**Routing congestion**

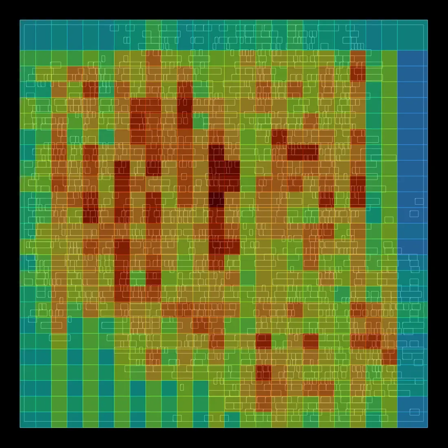
**The metal 1 layer**

Drawn at 1.5 px/µm.
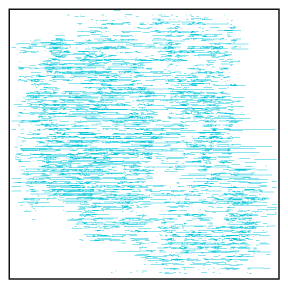
**Logic cells by family**

Drawn at 1.5 px/µm.
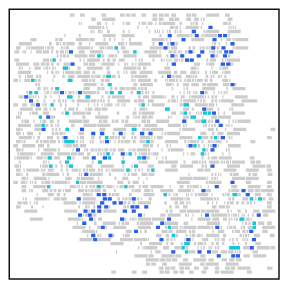
**Register map, names as in the netlist**

Drawn at 3 px/µm.
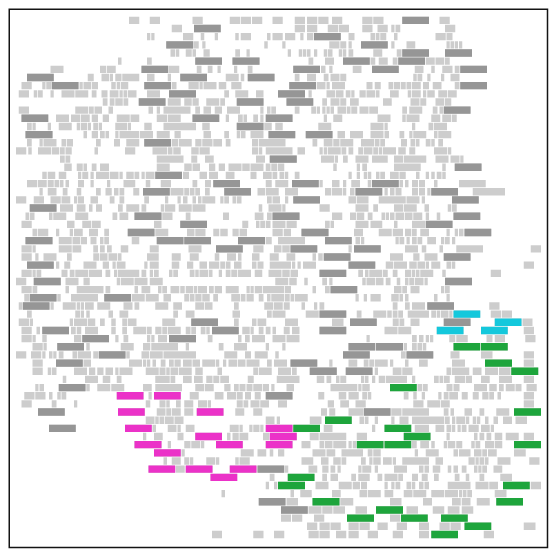
[config.mk]
export PLATFORM = sky130hd
export DESIGN_NAME = stepper_motion_ctrl
export DESIGN_NICKNAME = d
export VERILOG_FILES = /design/src/rtl/stepper_pkg.sv /design/src/rtl/stepper_ramp_gen.sv /design/src/rtl/stepper_motion_ctrl.sv
export SDC_FILE = /design/constraint.sdc
export NUM_CORES = 1
export LEC_CHECK = 0
export CORE_MARGIN = 1.5
export CORE_UTILIZATION = 40
export DETAILED_ROUTE_END_ITERATION = 10
export MAX_ROUTING_LAYER = met4
export SYNTH_ARGS = -nofsm -noshare
export SYNTH_HDL_FRONTEND = slang
export SYNTH_HIERARCHICAL = 1
export SYNTH_SLANG_ARGS = --single-unit
[constraint.sdc]
create_clock -name clk -period 7.5 [get_ports clk]
set_clock_uncertainty 0.1 [all_clocks]
set_input_delay 1.5 -clock clk [delete_from_list [all_inputs] [get_ports clk]]
set_output_delay 1.5 -clock clk [all_outputs]
set_load 0.05 [all_outputs]
[src/rtl/stepper_pkg.sv]
// stepper_pkg: shared mode encodings, coil pattern table and FSM states.
// Rev 1.0
`default_nettype none

package stepper_pkg;

  localparam logic [1:0] MODE_WAVE  = 2'd0;
  localparam logic [1:0] MODE_FULL2 = 2'd1;
  localparam logic [1:0] MODE_HALF  = 2'd2;

  // Index 0 is the least-significant nibble.
  localparam logic [7:0][3:0] COIL_PATTERN = {
    4'b1001, 4'b1000, 4'b1100, 4'b0100,
    4'b0110, 4'b0010, 4'b0011, 4'b0001
  };

  typedef enum logic [0:0] {
    ST_IDLE = 1'b0,
    ST_RUN  = 1'b1
  } state_t;

endpackage

`default_nettype wire

[src/rtl/stepper_ramp_gen.sv]
// stepper_ramp_gen: step timing with linear-in-interval accel/decel ramp.
// Rev 1.0
`default_nettype none

module stepper_ramp_gen #(
  parameter int INTERVAL_W = 16,
  parameter int STEPS_W    = 16
) (
  input  logic                  clk,
  input  logic                  rst_n,
  input  logic                  load,
  input  logic                  run,
  input  logic                  halt,
  input  logic [STEPS_W-1:0]    steps,
  input  logic [INTERVAL_W-1:0] start_interval,
  input  logic [INTERVAL_W-1:0] min_interval,
  input  logic [INTERVAL_W-1:0] accel,
  output logic                  step,
  output logic                  last
);

  logic [INTERVAL_W-1:0] cnt, cur_iv, start_iv, min_iv, accel_q;
  logic [STEPS_W-1:0]    remaining, ramp_cnt;

  logic [STEPS_W-1:0]    remaining_nxt;
  logic [INTERVAL_W:0]   iv_up, iv_dn;
  logic                  decel;
  logic [INTERVAL_W-1:0] iv_next;
  logic [STEPS_W-1:0]    ramp_next;

  assign step          = run & ~halt & (cnt == cur_iv);
  assign last          = (remaining == STEPS_W'(1));
  assign remaining_nxt = remaining - STEPS_W'(1);
  assign iv_up         = {1'b0, cur_iv} + {1'b0, accel_q};
  assign iv_dn         = {1'b0, cur_iv} - {1'b0, accel_q};
  assign decel         = (remaining_nxt <= ramp_cnt) && (ramp_cnt != '0);

  // Deceleration mirrors the acceleration: one ramp step undone per step taken.
  always_comb begin
    iv_next   = cur_iv;
    ramp_next = ramp_cnt;
    if (decel) begin
      iv_next   = (iv_up > {1'b0, start_iv}) ? start_iv : iv_up[INTERVAL_W-1:0];
      ramp_next = ramp_cnt - STEPS_W'(1);
    end else if (cur_iv > min_iv) begin
      iv_next   = (iv_dn[INTERVAL_W] || (iv_dn < {1'b0, min_iv})) ? min_iv
                                                                   : iv_dn[INTERVAL_W-1:0];
      ramp_next = ramp_cnt + STEPS_W'(1);
    end
  end

  always_ff @(posedge clk or negedge rst_n) begin
    if (!rst_n) begin
      cnt       <= '0;
      cur_iv    <= '0;
      start_iv  <= '0;
      min_iv    <= '0;
      accel_q   <= '0;
      remaining <= '0;
      ramp_cnt  <= '0;
    end else if (load) begin
      cnt       <= '0;
      cur_iv    <= start_interval;
      start_iv  <= start_interval;
      min_iv    <= min_interval;
      accel_q   <= accel;
      remaining <= steps;
      ramp_cnt  <= '0;
    end else if (step) begin
      cnt       <= '0;
      remaining <= remaining_nxt;
      if (!last) begin
        cur_iv   <= iv_next;
        ramp_cnt <= ramp_next;
      end
    end else if (run && !halt) begin
      cnt <= cnt + INTERVAL_W'(1);
    end
  end

endmodule

`default_nettype wire

[src/rtl/stepper_motion_ctrl.sv]
// stepper_motion_ctrl: command handshake, coil sequencing and position tracking.
// Rev 1.0
`default_nettype none

module stepper_motion_ctrl
  import stepper_pkg::*;
#(
  parameter int INTERVAL_W = 16,
  parameter int STEPS_W    = 16,
  parameter int POS_W      = 24
) (
  input  logic                  clk,
  input  logic                  rst_n,
  input  logic                  enable,
  input  logic [1:0]            mode,
  input  logic                  cmd_valid,
  output logic                  cmd_ready,
  input  logic [STEPS_W-1:0]    cmd_steps,
  input  logic                  cmd_reverse,
  input  logic [INTERVAL_W-1:0] cmd_start_interval,
  input  logic [INTERVAL_W-1:0] cmd_min_interval,
  input  logic [INTERVAL_W-1:0] cmd_accel,
  input  logic                  abort,
  output logic [3:0]            coil_drv,
  output logic                  step_pulse,
  output logic                  busy,
  output logic                  done,
  output logic [POS_W-1:0]      position
);

  state_t     state;
  logic [2:0] phase_idx, phase_nxt, phase_delta;
  logic       half_q, reverse_q;
  logic       accept, halt, load, step, last;

  assign cmd_ready   = (state == ST_IDLE) & enable;
  assign busy        = (state == ST_RUN);
  assign accept      = cmd_valid & cmd_ready;
  assign halt        = abort | ~enable;
  assign load        = accept & (cmd_steps != '0);
  assign phase_delta = half_q ? 3'd1 : 3'd2;

  stepper_ramp_gen #(
    .INTERVAL_W (INTERVAL_W),
    .STEPS_W    (STEPS_W)
  ) u_ramp (
    .clk            (clk),
    .rst_n          (rst_n),
    .load           (load),
    .run            (busy),
    .halt           (halt),
    .steps          (cmd_steps),
    .start_interval (cmd_start_interval),
    .min_interval   (cmd_min_interval),
    .accel          (cmd_accel),
    .step           (step),
    .last           (last)
  );

  // Wave lives on even phases, two-phase on odd; half-step keeps the current phase.
  always_comb begin
    phase_nxt = phase_idx;
    if (accept) begin
      case (mode)
        MODE_WAVE:  phase_nxt = {phase_idx[2:1], 1'b0};
        MODE_FULL2: phase_nxt = {phase_idx[2:1], 1'b1};
        default:    phase_nxt = phase_idx;
      endcase
    end else if (step) begin
      phase_nxt = reverse_q ? (phase_idx - phase_delta) : (phase_idx + phase_delta);
    end
  end

  always_ff @(posedge clk or negedge rst_n) begin
    if (!rst_n) begin
      state      <= ST_IDLE;
      phase_idx  <= 3'd0;
      position   <= '0;
      coil_drv   <= 4'b0000;
      step_pulse <= 1'b0;
      done       <= 1'b0;
      half_q     <= 1'b0;
      reverse_q  <= 1'b0;
    end else begin
      phase_idx  <= phase_nxt;
      coil_drv   <= enable ? COIL_PATTERN[phase_nxt] : 4'b0000;
      step_pulse <= step;
      done       <= 1'b0;
      if (step)
        position <= reverse_q ? (position - POS_W'(1)) : (position + POS_W'(1));
      case (state)
        ST_IDLE: begin
          if (accept) begin
            half_q    <= mode[1];
            reverse_q <= cmd_reverse;
            if (cmd_steps == '0) done  <= 1'b1;
            else                 state <= ST_RUN;
          end
        end
        ST_RUN: begin
          if (halt || (step && last)) begin
            state <= ST_IDLE;
            done  <= 1'b1;
          end
        end
        default: state <= ST_IDLE;
      endcase
    end
  end

endmodule

`default_nettype wire

==> results_dict.tcl <==
# place-and-route summary
set metrics [dict create \
    grt_use_met1 0.292 \
    top_cell_area_share 0.299 \
    ys_sh_simple 0.181 \
    startpoint_type "flop" \
    cts_tree "yes" \
    avgSynthCellArea_um2 8.59 \
    area_leaders "dfrtp_1, ha_1, nand2_1, xnor2_1, o21ai_0" \
    grt_use_met2 0.371 \
    timing.rr.start "u_ramp/remaining[0]$_DFFE_PN0P_" \
    critical_path.startpoint "u_ramp/remaining[0]$_DFFE_PN0P_" \
    pin_count 104 \
    sh_comb_area 0.561 \
    lay_top_count "nand2_1" \
    crit_path_end "u_ramp/ramp_cnt[15]$_DFFE_PN0P_" \
    top_cell "nand2_1" \
    worstHoldStart "half_q$_DFFE_PN0P_" \
    num-multi-input-gates 1135 \
    clock_cell_area_share 0.0440 \
    holdWs_ns 0.409 \
    final_cells 1920 \
    yosysUniqueCellTypes 89 \
    clock.latency.late_pin_ns 0.44 \
    yosysTopAreaCell "dfrtp_1" \
    critical_path_arrival_ns 6.35 \
    yosysWarnings 6 \
    cp.depth 21 \
    cts.repair.resized 0 \
    cts_hold_buf 0 \
    cp-end-kind "flop" \
    final_hold_viol_count 0 \
    ff2ff_path_depth 21 \
    final_cell_area_um2 14400 \
    place_area_um2 13700 \
    dp_hpwl_um 26200 \
    drtIter0Drc 652 \
    status "complete, no violations" \
    grt_pass1_wl_um 55100 \
    yosys_cells 1440 \
    critical_path.cell_chain "nor3_1 -> nand2_1 -> or3_1 -> or3_1 -> nor3_1 -> xor2_1 -> ha_1 -> nand2_1 -> nor4_2 -> o221ai_2 -> a31oi_4 -> inv_4 -> ha_1 -> a21oi_1 -> a21o_1 -> a31oi_1 -> a41o_1 -> o41a_1 -> a31oi_1 -> mux2i_1 -> a21oi_1" \
    post_cts_buffers 0 \
    diodes 0 \
    clkbuf_count 21 \
    cts.reportedPaths.clkPinSlew_ns 0.06 \
    grt.busiest_layer "met2" \
    setup_tns_ns 0 \
    max_freq_mhz 163 \
    gp_congestion 0.950 \
    met3_length_um 1750 \
    drive_above_1_share 0.0650 \
    grt_setup_unrepaired "false" \
    pwr_density_cell_nw_per_um2 273 \
    rows 64 \
    reg2reg_setup_slack_ns 1.35 \
    ys.flops 148 \
    flops 148 \
    p_leak_nw 6.41 \
    maxSlewViolCount 0 \
    met2_length_um 16400 \
    holdPathEnd "half_q$_DFFE_PN0P_" \
    critPathBufInv 1 \
    tightest_slew_ns 0.977 \
    edf_count 0 \
    dominant_cells "logic gates" \
    cts_made_buffers 17 \
    non_clock_buffer_count 109 \
    r2r_end "u_ramp/ramp_cnt[15]$_DFFE_PN0P_" \
    final_util 0.470 \
    ys_sh_xor 0.0821 \
    die_area_um2 32000 \
    yosysChipArea_um2 12400 \
    worstHoldPathType "reg -> reg" \
    numPlacedInstances 1890 \
    clock_path_buffers 2 \
    root_buffer "clkbuf_16" \
    setup_viol 0 \
    floorplan.nets 1654 \
    vias 10800 \
    power_mw 3.92 \
    syn_area_um2 12400 \
    async_flop_share 1.00 \
    highest_layer "met4" \
    area.growth.synth_to_final_pct 16.0 \
]
About 'routing congestion':
met3 Use GR: 0.0350
Routed WL per cell: 18.1 µm

About 'the metal 1 layer':
- main direction: horizontal
- nets with wire on the layer: 1604
- longest straight run: 57.7 µm
- wire length on this layer: 15500 µm

About 'logic cells by family':
- cyan: AND-OR and OR-AND gates (cells 70)
- blue: XOR/XNOR gates (cells 116)

About 'register map, names as in the netlist':
- magenta: `u_ramp/cnt` (sequential cells 16)
- cyan: `coil_drv` (sequential cells 4; where right middle)
- green: `position` (sequential cells 24)
- not coloured: 104
Seq. pwr: 996 µW
Seq/total area: 0.258

==> power breakdown <==
group / switching [mW] / internal, mW / leakage, nW
Combinational: 1.20 / 0.775 / 4.19
Clock: 0.360 / 0.587 / 0.311
Sequential: 0.113 / 0.882 / 1.91
==> flip-flops by register name, summed over array words and instances, names as in the netlist <==
| register | flops |
|---|---|
| position | 24 |
| u_ramp/accel_q | 16 |
| u_ramp/cnt | 16 |
| u_ramp/cur_iv | 16 |
| u_ramp/min_iv | 16 |
| u_ramp/ramp_cnt | 16 |
| u_ramp/remaining | 16 |
| u_ramp/start_iv | 16 |
| coil_drv | 4 |
| phase_idx | 3 |
| busy | 1 |
| done | 1 |
| half_q | 1 |
| reverse_q | 1 |
| step_pulse | 1 |
Power and IR drop assume default switching activity.
